## config.mk

```make
export PLATFORM = sky130hd
export DESIGN_NAME = gb_pulse_channel
export DESIGN_NICKNAME = d
export VERILOG_FILES = /design/src/rtl/gb_apu_pkg.sv /design/src/rtl/gb_vol_envelope.sv /design/src/rtl/gb_pulse_channel.sv
export SDC_FILE = /design/constraint.sdc
export NUM_CORES = 1
export LEC_CHECK = 0
export ABC_AREA = 1
export CORE_MARGIN = 3
export CORE_UTILIZATION = 55
export CTS_BUF_LIST = sky130_fd_sc_hd__clkbuf_4 sky130_fd_sc_hd__clkbuf_8 sky130_fd_sc_hd__clkbuf_16
export DETAILED_ROUTE_END_ITERATION = 7
export PLACE_DENSITY = 0.75
export SLEW_MARGIN = 15
export SYNTH_ARGS = -nofsm -noshare
export SYNTH_HDL_FRONTEND = slang
export SYNTH_SLANG_ARGS = --single-unit
```

## constraint.sdc

```tcl
create_clock -name clk -period 4.2 [get_ports clk]
set_input_delay 0.84 -clock clk [delete_from_list [all_inputs] [get_ports clk]]
set_output_delay 0.84 -clock clk [all_outputs]
set_load 0.1 [all_outputs]
```

## src/rtl/gb_apu_pkg.sv

```systemverilog
// Shared widths and waveform tables for the Game Boy style APU channels.
// Imported by the pulse channel and the reusable volume envelope.
package gb_apu_pkg;

  localparam int FREQ_W = 11;
  localparam int VOL_W  = 4;
  localparam int LEN_W  = 6;

  localparam logic [FREQ_W:0] FREQ_SPAN = 12'd2048;
  localparam logic [FREQ_W:0] FREQ_MAX  = 12'd2047;

  // Bit n of each entry is the output at duty step n.
  localparam logic [3:0][7:0] DUTY_TABLE = {
    8'b0111_1110,
    8'b1110_0001,
    8'b1000_0001,
    8'b1000_0000
  };

  function automatic logic duty_bit(
    input logic [1:0] duty,
    input logic [2:0] step
  );
    logic [7:0] row;
    row = DUTY_TABLE[duty];
    return row[step];
  endfunction

endpackage

```

## src/rtl/gb_vol_envelope.sv

```systemverilog
// Volume envelope: holds the channel volume and its pace timer.
// Shared by the pulse and noise channels.
module gb_vol_envelope
  import gb_apu_pkg::*;
(
  input  logic             clk_i,
  input  logic             rst_i,
  input  logic             trigger_i,
  input  logic             tick_i,
  input  logic [VOL_W-1:0] init_vol_i,
  input  logic             increasing_i,
  input  logic [2:0]       pace_i,
  output logic [VOL_W-1:0] volume_o
);

  localparam logic [VOL_W-1:0] VOL_TOP = '1;

  logic [VOL_W-1:0] vol_q, vol_d;
  logic [2:0]       timer_q, timer_d;

  always_comb begin
    vol_d   = vol_q;
    timer_d = timer_q;
    if (trigger_i) begin
      vol_d   = init_vol_i;
      timer_d = pace_i;
    end else if (tick_i && pace_i != 3'd0) begin
      // A stale zero timer counts as expiring so the envelope never stalls.
      if (timer_q <= 3'd1) begin
        timer_d = pace_i;
        if (increasing_i && vol_q != VOL_TOP) begin
          vol_d = vol_q + 1'b1;
        end else if (!increasing_i && vol_q != '0) begin
          vol_d = vol_q - 1'b1;
        end
      end else begin
        timer_d = timer_q - 3'd1;
      end
    end
  end

  always_ff @(posedge clk_i or posedge rst_i) begin
    if (rst_i) begin
      vol_q   <= '0;
      timer_q <= '0;
    end else begin
      vol_q   <= vol_d;
      timer_q <= timer_d;
    end
  end

  assign volume_o = vol_q;

endmodule

```

## src/rtl/gb_pulse_channel.sv

```systemverilog
// Square-wave channel with length counter, volume envelope and
// frequency sweep, clocked by frame-sequencer strobes.
module gb_pulse_channel
  import gb_apu_pkg::*;
(
  input  logic              clk,
  input  logic              reset,
  input  logic              clk_length_ctr,
  input  logic              clk_vol_env,
  input  logic              clk_sweep,
  input  logic [2:0]        sweep_time,
  input  logic              sweep_decreasing,
  input  logic [2:0]        num_sweep_shifts,
  input  logic [1:0]        wave_duty,
  input  logic [LEN_W-1:0]  length,
  input  logic              single,
  input  logic [VOL_W-1:0]  initial_volume,
  input  logic              envelope_increasing,
  input  logic [2:0]        num_envelope_sweeps,
  input  logic              start,
  input  logic [FREQ_W-1:0] frequency,
  output logic [VOL_W-1:0]  level,
  output logic              enable
);

  logic              enable_q, enable_d;
  logic [LEN_W:0]    len_q, len_d;
  logic [FREQ_W-1:0] shadow_q, shadow_d;
  logic [3:0]        swp_tmr_q, swp_tmr_d;
  logic [FREQ_W:0]   frq_tmr_q, frq_tmr_d;
  logic [2:0]        step_q, step_d;
  logic [VOL_W-1:0]  level_q, level_d;
  logic [VOL_W-1:0]  volume;

  logic [FREQ_W:0]   shadow_x, delta, swp_new;
  logic [FREQ_W:0]   trig_x, trig_sum;
  logic [3:0]        swp_reload;
  logic              dac_off, trig_ovf;

  gb_vol_envelope u_env (
    .clk_i        (clk),
    .rst_i        (reset),
    .trigger_i    (start),
    .tick_i       (clk_vol_env & ~start),
    .init_vol_i   (initial_volume),
    .increasing_i (envelope_increasing),
    .pace_i       (num_envelope_sweeps),
    .volume_o     (volume)
  );

  always_comb begin
    shadow_x = {1'b0, shadow_q};
    delta    = shadow_x >> num_sweep_shifts;
    if (sweep_decreasing) begin
      swp_new = (delta > shadow_x) ? '0 : shadow_x - delta;
    end else begin
      swp_new = shadow_x + delta;
    end
    trig_x   = {1'b0, frequency};
    trig_sum = trig_x + (trig_x >> num_sweep_shifts);
    trig_ovf = (num_sweep_shifts != 3'd0) && !sweep_decreasing
               && (trig_sum > FREQ_MAX);
    dac_off  = (initial_volume == '0) && !envelope_increasing;
    swp_reload = (sweep_time == 3'd0) ? 4'd8 : {1'b0, sweep_time};
  end

  always_comb begin
    enable_d  = enable_q;
    len_d     = len_q;
    shadow_d  = shadow_q;
    swp_tmr_d = swp_tmr_q;
    if (start) begin
      enable_d  = !dac_off && !trig_ovf;
      len_d     = 7'd64 - {1'b0, length};
      shadow_d  = frequency;
      swp_tmr_d = swp_reload;
    end else begin
      if (clk_length_ctr && single && len_q != '0) begin
        len_d = len_q - 1'b1;
        if (len_q == 7'd1) begin
          enable_d = 1'b0;
        end
      end
      if (clk_sweep) begin
        if (swp_tmr_q <= 4'd1) begin
          swp_tmr_d = swp_reload;
          if (sweep_time != 3'd0) begin
            if (!sweep_decreasing && swp_new > FREQ_MAX) begin
              enable_d = 1'b0;
            end else if (num_sweep_shifts != 3'd0) begin
              shadow_d = swp_new[FREQ_W-1:0];
            end
          end
        end else begin
          swp_tmr_d = swp_tmr_q - 4'd1;
        end
      end
    end
  end

  // Reload from shadow_d so a sweep update lands on the very next period.
  always_comb begin
    frq_tmr_d = frq_tmr_q - 1'b1;
    step_d    = step_q;
    if (start) begin
      frq_tmr_d = FREQ_SPAN - {1'b0, frequency};
      step_d    = '0;
    end else if (frq_tmr_q <= 12'd1) begin
      frq_tmr_d = FREQ_SPAN - {1'b0, shadow_d};
      step_d    = step_q + 3'd1;
    end
  end

  always_comb begin
    level_d = '0;
    if (enable_q && duty_bit(wave_duty, step_q)) begin
      level_d = volume;
    end
  end

  always_ff @(posedge clk or posedge reset) begin
    if (reset) begin
      enable_q  <= 1'b0;
      len_q     <= '0;
      shadow_q  <= '0;
      swp_tmr_q <= '0;
      frq_tmr_q <= '0;
      step_q    <= '0;
      level_q   <= '0;
    end else begin
      enable_q  <= enable_d;
      len_q     <= len_d;
      shadow_q  <= shadow_d;
      swp_tmr_q <= swp_tmr_d;
      frq_tmr_q <= frq_tmr_d;
      step_q    <= step_d;
      level_q   <= level_d;
    end
  end

  assign level  = level_q;
  assign enable = enable_q;

endmodule

```

==> run notes <==
Run status
• result of the run: finished clean

Clock network
• clock slew at reported path FFs: 0.11 ns
• clock tree root driver cell: sky130_fd_sc_hd__clkbuf_8
• number of buffers inserted by hold repair at cts: 0
• number of H-tree levels: 2
• maximum root-to-sink buffer count: 2
• PostCTS Resize Cnt: 3

Synthesis
• Yosys top cell by instances: sky130_fd_sc_hd__nand2_1
• compound-cell area share of the yosys netlist: 0.1558
• Top cell area share: 0.2034
• Yosys Instances: 951
• number of flops mapped to enable cells by yosys: 0
• flop and latch count out of synthesis: 49
• main combinational cell family by area after synthesis: simple AND/OR/NAND/NOR gates
• simple logic cell fraction of the synthesized area: 0.3783
• Distinct lib cells used: 53
• async set-reset flop share out of synthesis: 1.000

Power
• share of power burned in registers: 0.266
• Internal: 1.259 mW
• power attributed to combinational cells: 1.40 mW
• Worst IR Drop VDD: 243.5 uV
• Clock Power: 306 uW
• Pleak: 3.822 nW
• sequential group power: 619 uW
• portion of total power attributed to combinational logic: 0.602

GRT
• first-pass GRT wire length: 28.81 mm
• leftover overflow at the end of global routing: 0
• initial antenna violation count: 0
• GRT met3 Usage: 0.05786

Critical path
• number of logic stages on the critical path including buffering: 27
• classification of the worst setup path: primary input to flop
• launch instance of the worst register-to-register path: shadow_q[5]
• Worst EP required: 4.47 ns
• data arrival time of the worst path: 4.24 ns
• sort of element at the end of the critical path: flop
• cell occurring most often along the worst timing path: sky130_fd_sc_hd__nand2_1
• first element of the critical path: num_sweep_shifts[1]
• family with the most delay on the worst path: simple AND/OR/NAND/NOR gates
• Critical Path Max Stage Delay: 0.49 ns
• path depth of the worst reg2reg path: 24
• worst flop-to-flop path endpoint: frq_tmr_q[4]
• Max stage delay cell, worst path: sky130_fd_sc_hd__clkdlybuf4s50_1

Flow run
• max-capacitance violation count: 0
• Log Warnings: 44

Detailed routing
• highest layer used for signal routing: met4
• Remaining DRCs: 0
• routed via count: 6618
• DR WL met3: 1.277 mm
• routed metal-1 wirelength: 7.878 mm
• met2 wire length: 7.747 mm

Placed design
• HPWL after detailed placement: 13.78 mm
• number of placed cells counting well taps: 1200

Floorplan
• core region area: 10510 um2
• Initial Util: 0.5738

Final timing
• worst slew margin relative to its limit: 0.3198
• final hold violation count: 0
• Worst Tran Pin Value: 1.007 ns
• Achievable Freq: 252.1 MHz

Finish
• most frequent logic cells in the routed design: sky130_fd_sc_hd__nand2_1 (253), sky130_fd_sc_hd__inv_1 (121), sky130_fd_sc_hd__buf_4 (102)
• final standard cell area without fillers: 7385 um2
• number of flip-flops in the largest register: 12
• share of cells above drive strength 1: 0.1750
• biggest regs: frq_tmr_q x12, shadow_q x11, len_q x7
• antenna fix cells: 0
• area used by multi-input combinational logic: 4179 um2
• flop share of the area: 0.1660
• final layout net count: 1169
• fraction of area in multi-input gates: 0.5659

Hold path
• origin of the worst min-delay path: len_q[3]
• capture endpoint of the worst hold path: len_q[3]

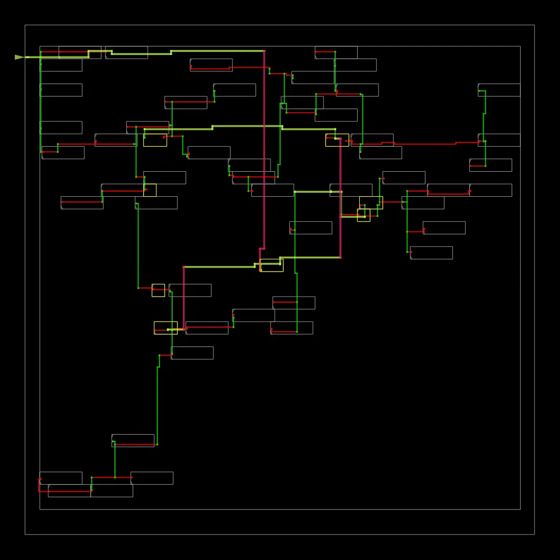
Figure 1: clock nets.
# clk buffers: 6
Worst-Skew Late Latency: 0.33 ns
Setup Skew: 0.01447 ns
# clock sinks: 49
total CTS buffers: 5

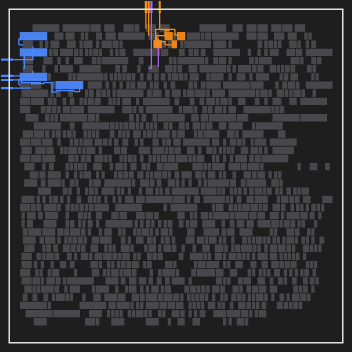
Figure 2: port wiring.
(3 px per um)
- `level`: blue (direction output; edge left; end cells 4; buffers 4; wire 96.9 um)
- `num_envelope_sweeps`: orange (direction input; edge top; end cells 4; buffers 3; wire 50.4 um)
- `clk_vol_env`: purple (direction input; edge top; end cells 1; buffers 1; wire 28.2 um)
Ports: 46
number of port buffers: 45

Power and IR drop assume default switching activity.
